==> images/final_placement.png <==
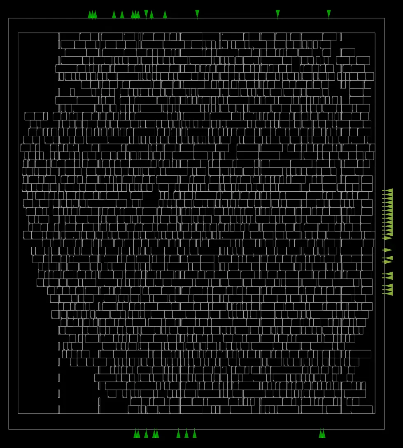
==> images/met1.png <==
Scale: 4 px per um. Supply wires on this layer in gray.
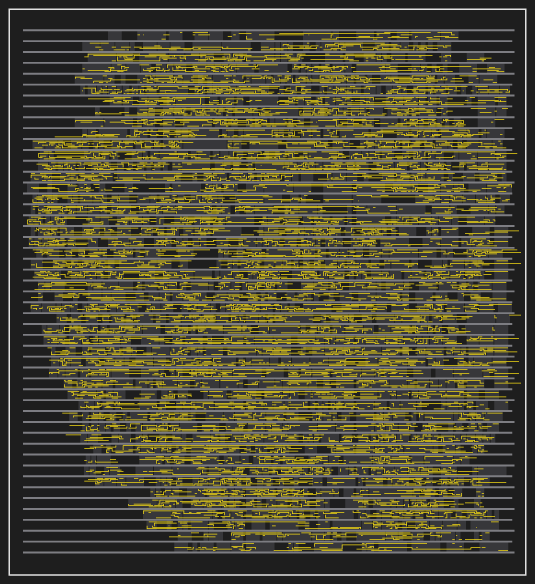
### config.mk
export PLATFORM = sky130hd
export DESIGN_NAME = pong_engine_flat
export DESIGN_NICKNAME = d
export VERILOG_FILES = /design/src/rtl/pong_pkg.sv /design/src/rtl/pong_if.sv /design/src/rtl/pong_paddle.sv /design/src/rtl/pong_engine.sv /design/src/flat_wrapper.sv
export SDC_FILE = /design/constraint.sdc
export NUM_CORES = 1
export LEC_CHECK = 0
export CORE_ASPECT_RATIO = 1.1
export CORE_MARGIN = 3
export CORE_UTILIZATION = 65
export CTS_BUF_LIST = sky130_fd_sc_hd__clkbuf_4
export DETAILED_ROUTE_END_ITERATION = 12
export GPL_TIMING_DRIVEN = 0
export PLACE_DENSITY = 0.94
export SLEW_MARGIN = 20
export SYNTH_ARGS = -nofsm -noshare
export SYNTH_HDL_FRONTEND = slang
export SYNTH_SLANG_ARGS = --single-unit
### constraint.sdc
create_clock -name CLOCK_25 -period 9.5 [get_ports CLOCK_25]
set_clock_uncertainty 0.1 [all_clocks]
set_input_delay 1.9 -clock CLOCK_25 [delete_from_list [all_inputs] [get_ports CLOCK_25]]
set_output_delay 1.9 -clock CLOCK_25 [all_outputs]
set_load 0.01 [all_outputs]
### src/rtl/pong_pkg.sv
// Shared types and constants for the Pong game core: FSM states, hit-zone velocities, colours.
package pong_pkg;

   typedef enum logic [1:0] {
      ST_SERVE = 2'd0,
      ST_PLAY  = 2'd1,
      ST_OVER  = 2'd2
   } state_t;

   // set_dy = 0 keeps the ball's current vertical direction; dy = 1 means moving down
   typedef struct packed {
      logic [2:0] vx;
      logic [2:0] vy;
      logic       set_dy;
      logic       dy;
   } zone_vel_t;

   localparam zone_vel_t ZONE_0 = '{vx: 3'd2, vy: 3'd2, set_dy: 1'b1, dy: 1'b0};
   localparam zone_vel_t ZONE_1 = '{vx: 3'd3, vy: 3'd1, set_dy: 1'b1, dy: 1'b0};
   localparam zone_vel_t ZONE_2 = '{vx: 3'd4, vy: 3'd0, set_dy: 1'b0, dy: 1'b0};
   localparam zone_vel_t ZONE_3 = '{vx: 3'd3, vy: 3'd1, set_dy: 1'b1, dy: 1'b1};
   localparam zone_vel_t ZONE_4 = '{vx: 3'd2, vy: 3'd2, set_dy: 1'b1, dy: 1'b1};

   localparam logic [2:0] SERVE_VX = 3'd4;

   localparam logic [2:0] COL_BALL   = 3'b111;
   localparam logic [2:0] COL_P1     = 3'b001;
   localparam logic [2:0] COL_P2     = 3'b100;
   localparam logic [2:0] COL_BORDER = 3'b010;
   localparam logic [2:0] COL_BG     = 3'b000;

   function automatic zone_vel_t zone_vel(input logic [2:0] zone);
      zone_vel_t v;
      case (zone)
         3'd0:    v = ZONE_0;
         3'd1:    v = ZONE_1;
         3'd2:    v = ZONE_2;
         3'd3:    v = ZONE_3;
         3'd4:    v = ZONE_4;
         default: v = ZONE_2;
      endcase
      return v;
   endfunction

endpackage

### src/rtl/pong_if.sv
// Game-core bus: scan position, tick and encoder pulses in; pixel colour and score state out.
interface pong_if;
   logic        tick;
   logic [11:0] x;
   logic [11:0] y;
   logic        p1_up;
   logic        p1_down;
   logic        p2_up;
   logic        p2_down;
   logic        restart;
   logic [2:0]  color;
   logic [3:0]  score_1;
   logic [3:0]  score_2;
   logic        game_over;
   logic        winner;

   modport master (
      output tick, x, y, p1_up, p1_down, p2_up, p2_down, restart,
      input  color, score_1, score_2, game_over, winner
   );

   modport slave (
      input  tick, x, y, p1_up, p1_down, p2_up, p2_down, restart,
      output color, score_1, score_2, game_over, winner
   );
endinterface

### src/rtl/pong_paddle.sv
// One player's paddle: top-edge position register driven by encoder pulses, clamped to the frame.
module pong_paddle #(
   parameter int FRAME_H  = 480,
   parameter int PAD_H    = 60,
   parameter int PAD_STEP = 30
) (
   input  logic        clk,
   input  logic        rst_n,
   input  logic        up,
   input  logic        down,
   output logic [11:0] pos
);
   localparam logic [12:0] POS_MAX = 13'(FRAME_H - PAD_H);
   localparam logic [12:0] STEP    = 13'(PAD_STEP);
   localparam logic [11:0] POS_RST = 12'((FRAME_H - PAD_H) / 2);

   logic [11:0] pos_r;
   logic [11:0] pos_n;
   logic [12:0] pos_ext_s;

   // Next position: opposing pulses cancel, both directions saturate instead of wrapping
   always_comb begin
      pos_ext_s = {1'b0, pos_r};
      pos_n     = pos_r;
      if (up && !down) begin
         if (pos_ext_s < STEP) begin
            pos_n = 12'd0;
         end else begin
            pos_n = 12'(pos_ext_s - STEP);
         end
      end else if (down && !up) begin
         if (pos_ext_s + STEP > POS_MAX) begin
            pos_n = 12'(POS_MAX);
         end else begin
            pos_n = 12'(pos_ext_s + STEP);
         end
      end else begin
         pos_n = pos_r;
      end
   end

   // Position register
   always_ff @(posedge clk) begin
      if (!rst_n) begin
         pos_r <= POS_RST;
      end else begin
         pos_r <= pos_n;
      end
   end

   assign pos = pos_r;

endmodule

### src/rtl/pong_engine.sv
// Pong game core: ball motion, paddle hit zones, scoring, serve/game-over sequencing, pixel colour.
// Build option PONG_SPEEDUP_EN: a rally counter adds 1 to vx on every 4th paddle hit (max 7).
module pong_engine
   import pong_pkg::*;
#(
   parameter int FRAME_W     = 640,
   parameter int FRAME_H     = 480,
   parameter int PAD_W       = 12,
   parameter int PAD_H       = 60,
   parameter int BALL_S      = 10,
   parameter int P1_X        = 13,
   parameter int P2_X        = 615,
   parameter int PAD_STEP    = 30,
   parameter int WIN_SCORE   = 7,
   parameter int SERVE_TICKS = 60
) (
   input logic   CLOCK_25,
   input logic   RESET_N,
   pong_if.slave bus
);
   localparam logic signed [13:0] FW_S      = 14'(FRAME_W);
   localparam logic signed [13:0] FH_S      = 14'(FRAME_H);
   localparam logic signed [13:0] BS_S      = 14'(BALL_S);
   localparam logic signed [13:0] HB_S      = 14'(BALL_S / 2);
   localparam logic signed [13:0] P1_FACE_S = 14'(P1_X + PAD_W);
   localparam logic signed [13:0] P2_FACE_S = 14'(P2_X);
   localparam logic signed [12:0] PH_S      = 13'(PAD_H);
   localparam logic [12:0] ZONE_H   = 13'(PAD_H / 5);
   localparam logic [11:0] CX       = 12'((FRAME_W - BALL_S) / 2);
   localparam logic [11:0] CY       = 12'((FRAME_H - BALL_S) / 2);
   localparam logic [11:0] P1_HIT_X = 12'(P1_X + PAD_W);
   localparam logic [11:0] P2_HIT_X = 12'(P2_X - BALL_S);
   localparam logic [11:0] FW_U = 12'(FRAME_W);
   localparam logic [11:0] FH_U = 12'(FRAME_H);
   localparam logic [11:0] BW_U = 12'(BALL_S);
   localparam logic [11:0] PW_U = 12'(PAD_W);
   localparam logic [11:0] PH_U = 12'(PAD_H);
   localparam logic [11:0] P1_U = 12'(P1_X);
   localparam logic [11:0] P2_U = 12'(P2_X);
   localparam logic [3:0]  WIN  = 4'(WIN_SCORE);
   localparam int SC_W = $clog2(SERVE_TICKS + 1);
   localparam logic [SC_W-1:0] SERVE_LAST = SC_W'(SERVE_TICKS - 1);

   state_t state_r, state_n;
   logic [11:0] bx_r, by_r, bx_n, by_n;
   logic [2:0]  vx_r, vy_r, vx_n, vy_n;
   logic        dx_r, dy_r, dx_n, dy_n;     // dx 1: toward player 2, dy 1: down
   logic [SC_W-1:0] serve_cnt_r, serve_cnt_n;
   logic        serve_dir_r, serve_dir_n;
   logic [3:0]  score1_r, score2_r, score1_n, score2_n;
   logic        winner_r, winner_n, game_over_r;
   logic [2:0]  color_r, color_s;
   logic [11:0] pad1_y_s, pad2_y_s;
   logic signed [13:0] nx_s, ny_s, nxc_s, nyc_s;
   logic signed [12:0] off1_s, off2_s;
   logic [12:0] off_u_s;
   logic        top_s, bot_s, hit1_s, hit2_s, wall_dy_s, hit_dy_s;
   logic [2:0]  hit_vx_s;
   zone_vel_t   zv_s;
   logic        in_ball_s, in_p1_s, in_p2_s, border_s;
`ifdef PONG_SPEEDUP_EN
   logic [4:0]  rally_r, rally_n, rally_hit_s;
   logic [3:0]  vx_sum_s;
`endif

   pong_paddle #(.FRAME_H(FRAME_H), .PAD_H(PAD_H), .PAD_STEP(PAD_STEP)) u_pad1 (
      .clk(CLOCK_25), .rst_n(RESET_N), .up(bus.p1_up), .down(bus.p1_down), .pos(pad1_y_s));
   pong_paddle #(.FRAME_H(FRAME_H), .PAD_H(PAD_H), .PAD_STEP(PAD_STEP)) u_pad2 (
      .clk(CLOCK_25), .rst_n(RESET_N), .up(bus.p2_up), .down(bus.p2_down), .pos(pad2_y_s));

   // Candidate move for this tick: wall reflection, clamping and paddle zone lookup
   always_comb begin
      nx_s  = dx_r ? signed'({2'b00, bx_r}) + signed'({11'd0, vx_r})
                   : signed'({2'b00, bx_r}) - signed'({11'd0, vx_r});
      ny_s  = dy_r ? signed'({2'b00, by_r}) + signed'({11'd0, vy_r})
                   : signed'({2'b00, by_r}) - signed'({11'd0, vy_r});
      top_s = (ny_s <= 14'sd0);
      bot_s = (ny_s + BS_S >= FH_S);
      if (nx_s < 14'sd0) nxc_s = 14'sd0;
      else if (nx_s > FW_S - BS_S) nxc_s = FW_S - BS_S;
      else nxc_s = nx_s;
      if (ny_s < 14'sd0) nyc_s = 14'sd0;
      else if (ny_s > FH_S - BS_S) nyc_s = FH_S - BS_S;
      else nyc_s = ny_s;
      off1_s    = 13'(nyc_s + HB_S - signed'({2'b00, pad1_y_s}));
      off2_s    = 13'(nyc_s + HB_S - signed'({2'b00, pad2_y_s}));
      hit1_s    = (off1_s >= 13'sd0) && (off1_s < PH_S);
      hit2_s    = (off2_s >= 13'sd0) && (off2_s < PH_S);
      off_u_s   = dx_r ? $unsigned(off2_s) : $unsigned(off1_s);
      zv_s      = zone_vel(3'(off_u_s / ZONE_H));
      wall_dy_s = top_s ? 1'b1 : (bot_s ? 1'b0 : dy_r);
      hit_dy_s  = top_s ? 1'b1 : (bot_s ? 1'b0 : (zv_s.set_dy ? zv_s.dy : dy_r));
`ifdef PONG_SPEEDUP_EN
      rally_hit_s = (rally_r == 5'd31) ? rally_r : rally_r + 5'd1;
      vx_sum_s    = {1'b0, zv_s.vx} + {1'b0, rally_hit_s[4:2]};
      hit_vx_s    = (vx_sum_s > 4'd7) ? 3'd7 : vx_sum_s[2:0];
`else
      hit_vx_s    = zv_s.vx;
`endif
   end

   // Next-state logic: serve countdown, rally outcome, scoring and restart
   always_comb begin
      state_n = state_r;  bx_n = bx_r;  by_n = by_r;  vx_n = vx_r;  vy_n = vy_r;
      dx_n = dx_r;  dy_n = dy_r;  serve_cnt_n = serve_cnt_r;  serve_dir_n = serve_dir_r;
      score1_n = score1_r;  score2_n = score2_r;  winner_n = winner_r;
`ifdef PONG_SPEEDUP_EN
      rally_n = rally_r;
`endif
      case (state_r)
         ST_SERVE: begin
            if (bus.tick) begin
               bx_n = CX;  by_n = CY;  vx_n = SERVE_VX;  vy_n = 3'd0;  dx_n = serve_dir_r;
`ifdef PONG_SPEEDUP_EN
               rally_n = 5'd0;
`endif
               if (serve_cnt_r == SERVE_LAST) begin
                  state_n = ST_PLAY;  serve_cnt_n = '0;
               end else begin
                  serve_cnt_n = serve_cnt_r + SC_W'(1);
               end
            end else begin
               serve_cnt_n = serve_cnt_r;
            end
         end
         ST_PLAY: begin
            if (bus.tick) begin
               bx_n = 12'(nxc_s);  by_n = 12'(nyc_s);  dy_n = wall_dy_s;
               if ((!dx_r && nx_s <= P1_FACE_S && hit1_s) ||
                   (dx_r && nx_s + BS_S >= P2_FACE_S && hit2_s)) begin
                  bx_n = dx_r ? P2_HIT_X : P1_HIT_X;
                  dx_n = !dx_r;  vx_n = hit_vx_s;  vy_n = zv_s.vy;  dy_n = hit_dy_s;
`ifdef PONG_SPEEDUP_EN
                  rally_n = rally_hit_s;
`endif
               end else if ((!dx_r && nx_s <= P1_FACE_S) || (dx_r && nx_s + BS_S >= P2_FACE_S)) begin
                  // Miss: the opponent scores; the next serve goes toward whoever conceded
                  score1_n = dx_r ? score1_r + 4'd1 : score1_r;
                  score2_n = dx_r ? score2_r : score2_r + 4'd1;
                  if ((dx_r ? score1_n : score2_n) == WIN) begin
                     state_n = ST_OVER;  winner_n = !dx_r;
                  end else begin
                     state_n = ST_SERVE;  serve_dir_n = dx_r;  serve_cnt_n = '0;
                     bx_n = CX;  by_n = CY;  vx_n = SERVE_VX;  vy_n = 3'd0;  dx_n = dx_r;
`ifdef PONG_SPEEDUP_EN
                     rally_n = 5'd0;
`endif
                  end
               end else begin
                  state_n = ST_PLAY;
               end
            end else begin
               state_n = ST_PLAY;
            end
         end
         ST_OVER: begin
            if (bus.restart) begin
               state_n = ST_SERVE;  score1_n = 4'd0;  score2_n = 4'd0;
               serve_dir_n = 1'b1;  serve_cnt_n = '0;
            end else begin
               state_n = ST_OVER;
            end
         end
         default: state_n = ST_SERVE;
      endcase
   end

   // Pixel colour for the current scan position, by priority
   always_comb begin
      in_ball_s = (bus.x >= bx_r) && (bus.x < bx_r + BW_U) && (bus.y >= by_r) && (bus.y < by_r + BW_U);
      in_p1_s   = (bus.x >= P1_U) && (bus.x < P1_U + PW_U) && (bus.y >= pad1_y_s) && (bus.y < pad1_y_s + PH_U);
      in_p2_s   = (bus.x >= P2_U) && (bus.x < P2_U + PW_U) && (bus.y >= pad2_y_s) && (bus.y < pad2_y_s + PH_U);
      border_s  = (bus.x == 12'd0) || (bus.x == FW_U - 12'd1) || (bus.y == 12'd0) || (bus.y == FH_U - 12'd1);
      if (bus.x >= FW_U || bus.y >= FH_U) color_s = COL_BG;
      else if (in_ball_s) color_s = COL_BALL;
      else if (in_p1_s)   color_s = COL_P1;
      else if (in_p2_s)   color_s = COL_P2;
      else if (border_s)  color_s = COL_BORDER;
      else                color_s = COL_BG;
   end

   // State registers
   always_ff @(posedge CLOCK_25) begin
      if (!RESET_N) begin
         state_r <= ST_SERVE;  bx_r <= CX;  by_r <= CY;  vx_r <= SERVE_VX;  vy_r <= 3'd0;
         dx_r <= 1'b1;  dy_r <= 1'b1;  serve_cnt_r <= '0;  serve_dir_r <= 1'b1;
         score1_r <= 4'd0;  score2_r <= 4'd0;  winner_r <= 1'b0;  game_over_r <= 1'b0;
         color_r <= COL_BG;
`ifdef PONG_SPEEDUP_EN
         rally_r <= 5'd0;
`endif
      end else begin
         state_r <= state_n;  bx_r <= bx_n;  by_r <= by_n;  vx_r <= vx_n;  vy_r <= vy_n;
         dx_r <= dx_n;  dy_r <= dy_n;  serve_cnt_r <= serve_cnt_n;  serve_dir_r <= serve_dir_n;
         score1_r <= score1_n;  score2_r <= score2_n;  winner_r <= winner_n;
         game_over_r <= (state_n == ST_OVER);
         color_r <= color_s;
`ifdef PONG_SPEEDUP_EN
         rally_r <= rally_n;
`endif
      end
   end

   assign bus.color     = color_r;
   assign bus.score_1   = score1_r;
   assign bus.score_2   = score2_r;
   assign bus.game_over = game_over_r;
   assign bus.winner    = winner_r;

endmodule
### src/flat_wrapper.sv
// flat-port wrapper written by rule: the top's interface ports become plain ports
module pong_engine_flat import pong_pkg::*;
#(
   parameter int FRAME_W     = 640,
   parameter int FRAME_H     = 480,
   parameter int PAD_W       = 12,
   parameter int PAD_H       = 60,
   parameter int BALL_S      = 10,
   parameter int P1_X        = 13,
   parameter int P2_X        = 615,
   parameter int PAD_STEP    = 30,
   parameter int WIN_SCORE   = 7,
   parameter int SERVE_TICKS = 60
)
  (CLOCK_25, RESET_N, bus_tick, bus_x, bus_y, bus_p1_up, bus_p1_down, bus_p2_up, bus_p2_down, bus_restart, bus_color, bus_score_1, bus_score_2, bus_game_over, bus_winner);
  pong_if bus_i ();
  input logic CLOCK_25;
  input logic RESET_N;
  input wire logic [$bits(bus_i.tick)-1:0] bus_tick;
  input wire logic [$bits(bus_i.x)-1:0] bus_x;
  input wire logic [$bits(bus_i.y)-1:0] bus_y;
  input wire logic [$bits(bus_i.p1_up)-1:0] bus_p1_up;
  input wire logic [$bits(bus_i.p1_down)-1:0] bus_p1_down;
  input wire logic [$bits(bus_i.p2_up)-1:0] bus_p2_up;
  input wire logic [$bits(bus_i.p2_down)-1:0] bus_p2_down;
  input wire logic [$bits(bus_i.restart)-1:0] bus_restart;
  output wire logic [$bits(bus_i.color)-1:0] bus_color;
  output wire logic [$bits(bus_i.score_1)-1:0] bus_score_1;
  output wire logic [$bits(bus_i.score_2)-1:0] bus_score_2;
  output wire logic [$bits(bus_i.game_over)-1:0] bus_game_over;
  output wire logic [$bits(bus_i.winner)-1:0] bus_winner;
  assign bus_i.tick = bus_tick;
  assign bus_i.x = bus_x;
  assign bus_i.y = bus_y;
  assign bus_i.p1_up = bus_p1_up;
  assign bus_i.p1_down = bus_p1_down;
  assign bus_i.p2_up = bus_p2_up;
  assign bus_i.p2_down = bus_p2_down;
  assign bus_i.restart = bus_restart;
  assign bus_color = bus_i.color;
  assign bus_score_1 = bus_i.score_1;
  assign bus_score_2 = bus_i.score_2;
  assign bus_game_over = bus_i.game_over;
  assign bus_winner = bus_i.winner;
  pong_engine #(.FRAME_W(FRAME_W), .FRAME_H(FRAME_H), .PAD_W(PAD_W), .PAD_H(PAD_H), .BALL_S(BALL_S), .P1_X(P1_X), .P2_X(P2_X), .PAD_STEP(PAD_STEP), .WIN_SCORE(WIN_SCORE), .SERVE_TICKS(SERVE_TICKS)) u_core (.CLOCK_25(CLOCK_25), .RESET_N(RESET_N), .bus(bus_i));
endmodule
==> flow_summary.json <==
{
  "hold_path_class": "flip-flop to flip-flop",
  "comb_share": 0.750,
  "yosys-top-cells-count": "ha_1 (145), nor2_1 (136), nand2_1 (132), a21oi_1 (115), inv_1 (82)",
  "finalClockPeriodUsage": 0.888,
  "warnings": 46,
  "n_all_inverters": 86,
  "power_switching_w": 0.000601,
  "clkCellAreaFrac": 0.0151,
  "total_power_w": 0.00132,
  "r2r_end": "u_core.serve_cnt_r[3]",
  "top_cell": "ha_1",
  "post_cts_buffers": 0,
  "numSynthFlops": 74,
  "crit_buf_inv": 3,
  "synth_top_cell_by_area": "ha_1",
  "cts_made_buffers": 9,
  "cts_resized": 0,
  "antenna_cells": 1,
  "grt_overflow_total": 0,
  "status": "completed",
  "nWellTaps": 200,
  "ys_sh_simple": 0.255,
  "worstPathArrival_ps": 8750,
  "route.detailed.drc": 0,
  "slew_headroom": 0.299,
  "clock_sinks": 74,
  "syn-instance-count": 1504,
  "final_hold_viol_count": 0,
  "layout.cells.most_common": "ha_1",
  "rows": 48,
  "io_buffers": 44,
  "dp_slack_ps": 1370,
  "critPathKind": "flip-flop to flip-flop",
  "postLayoutCellArea_mm2": 0.0117,
  "htreeDepth": 3,
  "seqPwrFrac": 0.254,
  "intPower_w": 0.000721,
  "aoi_share": 0.283,
  "setup_violations": 0,
  "fin_crit_ps": 8430,
  "grt_use_met2": 0.552,
  "power-top-group": "combinational logic",
  "buffer_area_frac": 0.0590,
  "path_clk_slew_ps": 140,
  "dp.cells": 1753,
  "cp_slowest_cell": "or4_1",
  "worst_skew_pair.late_latency_ps": 500,
  "ys_sh_xor": 0.0756,
  "setup_tns_ps": 0,
  "synth_seq_share": 0.137,
  "p_leak_nw": 4.71,
  "required_ps": 9820,
  "ys_sh_adder": 0.177,
  "largest_class": "logic gates",
  "slew_violations": 0,
  "wire_per_inst_um": 18.3,
  "rr_startpoint": "u_core.by_r[8]",
  "hp-start": "u_core.serve_cnt_r[1]",
  "setup_ws_ps": 1070,
  "grt_pass1_vias": 11082,
  "mappedNetlistArea_mm2": 0.0108,
  "avgSynthCellArea_um2": 7.17,
  "rsz0062_at_grt": "false",
  "ys_types": 80,
  "cts_hold_buf": 0,
  "drtPass1Iterations": 8,
  "drt_iter0_markers": 1385,
  "pin_count": 45,
  "grt.busiest_layer": "met2",
  "clkbuf_count": 9,
  "fin_nets": 1745,
  "clock_power_share": 0.190,
  "mux_area_frac": 0.0194,
  "place_area_mm2": 0.0115,
  "met3_usage": 0.0477,
  "worst-path-max-fanout": 10,
  "antenna_found_initial": 1,
  "switching_share": 0.454,
  "clk-power_w": 0.000251,
  "area_growth_pct": 8.24,
  "detail-route-antenna-nets": 0,
  "logic_area_mm2": 0.00875
}
Back to the opening pictures, final_placement.png:
core outline area: 0.0160 mm2
register fraction of the total cell area: 0.127
Non-Filler Instances: 1770

Back to the opening pictures, met1.png:
share of all routed wire: 40%
nets with wire on the layer: 1652
main direction: horizontal
longest straight run: 62.1 um
Via Count: 12015
M1 GR Usage: 0.455
final WL: 32500 um

No activity file was given, so power comes from the tool's default toggle rates.
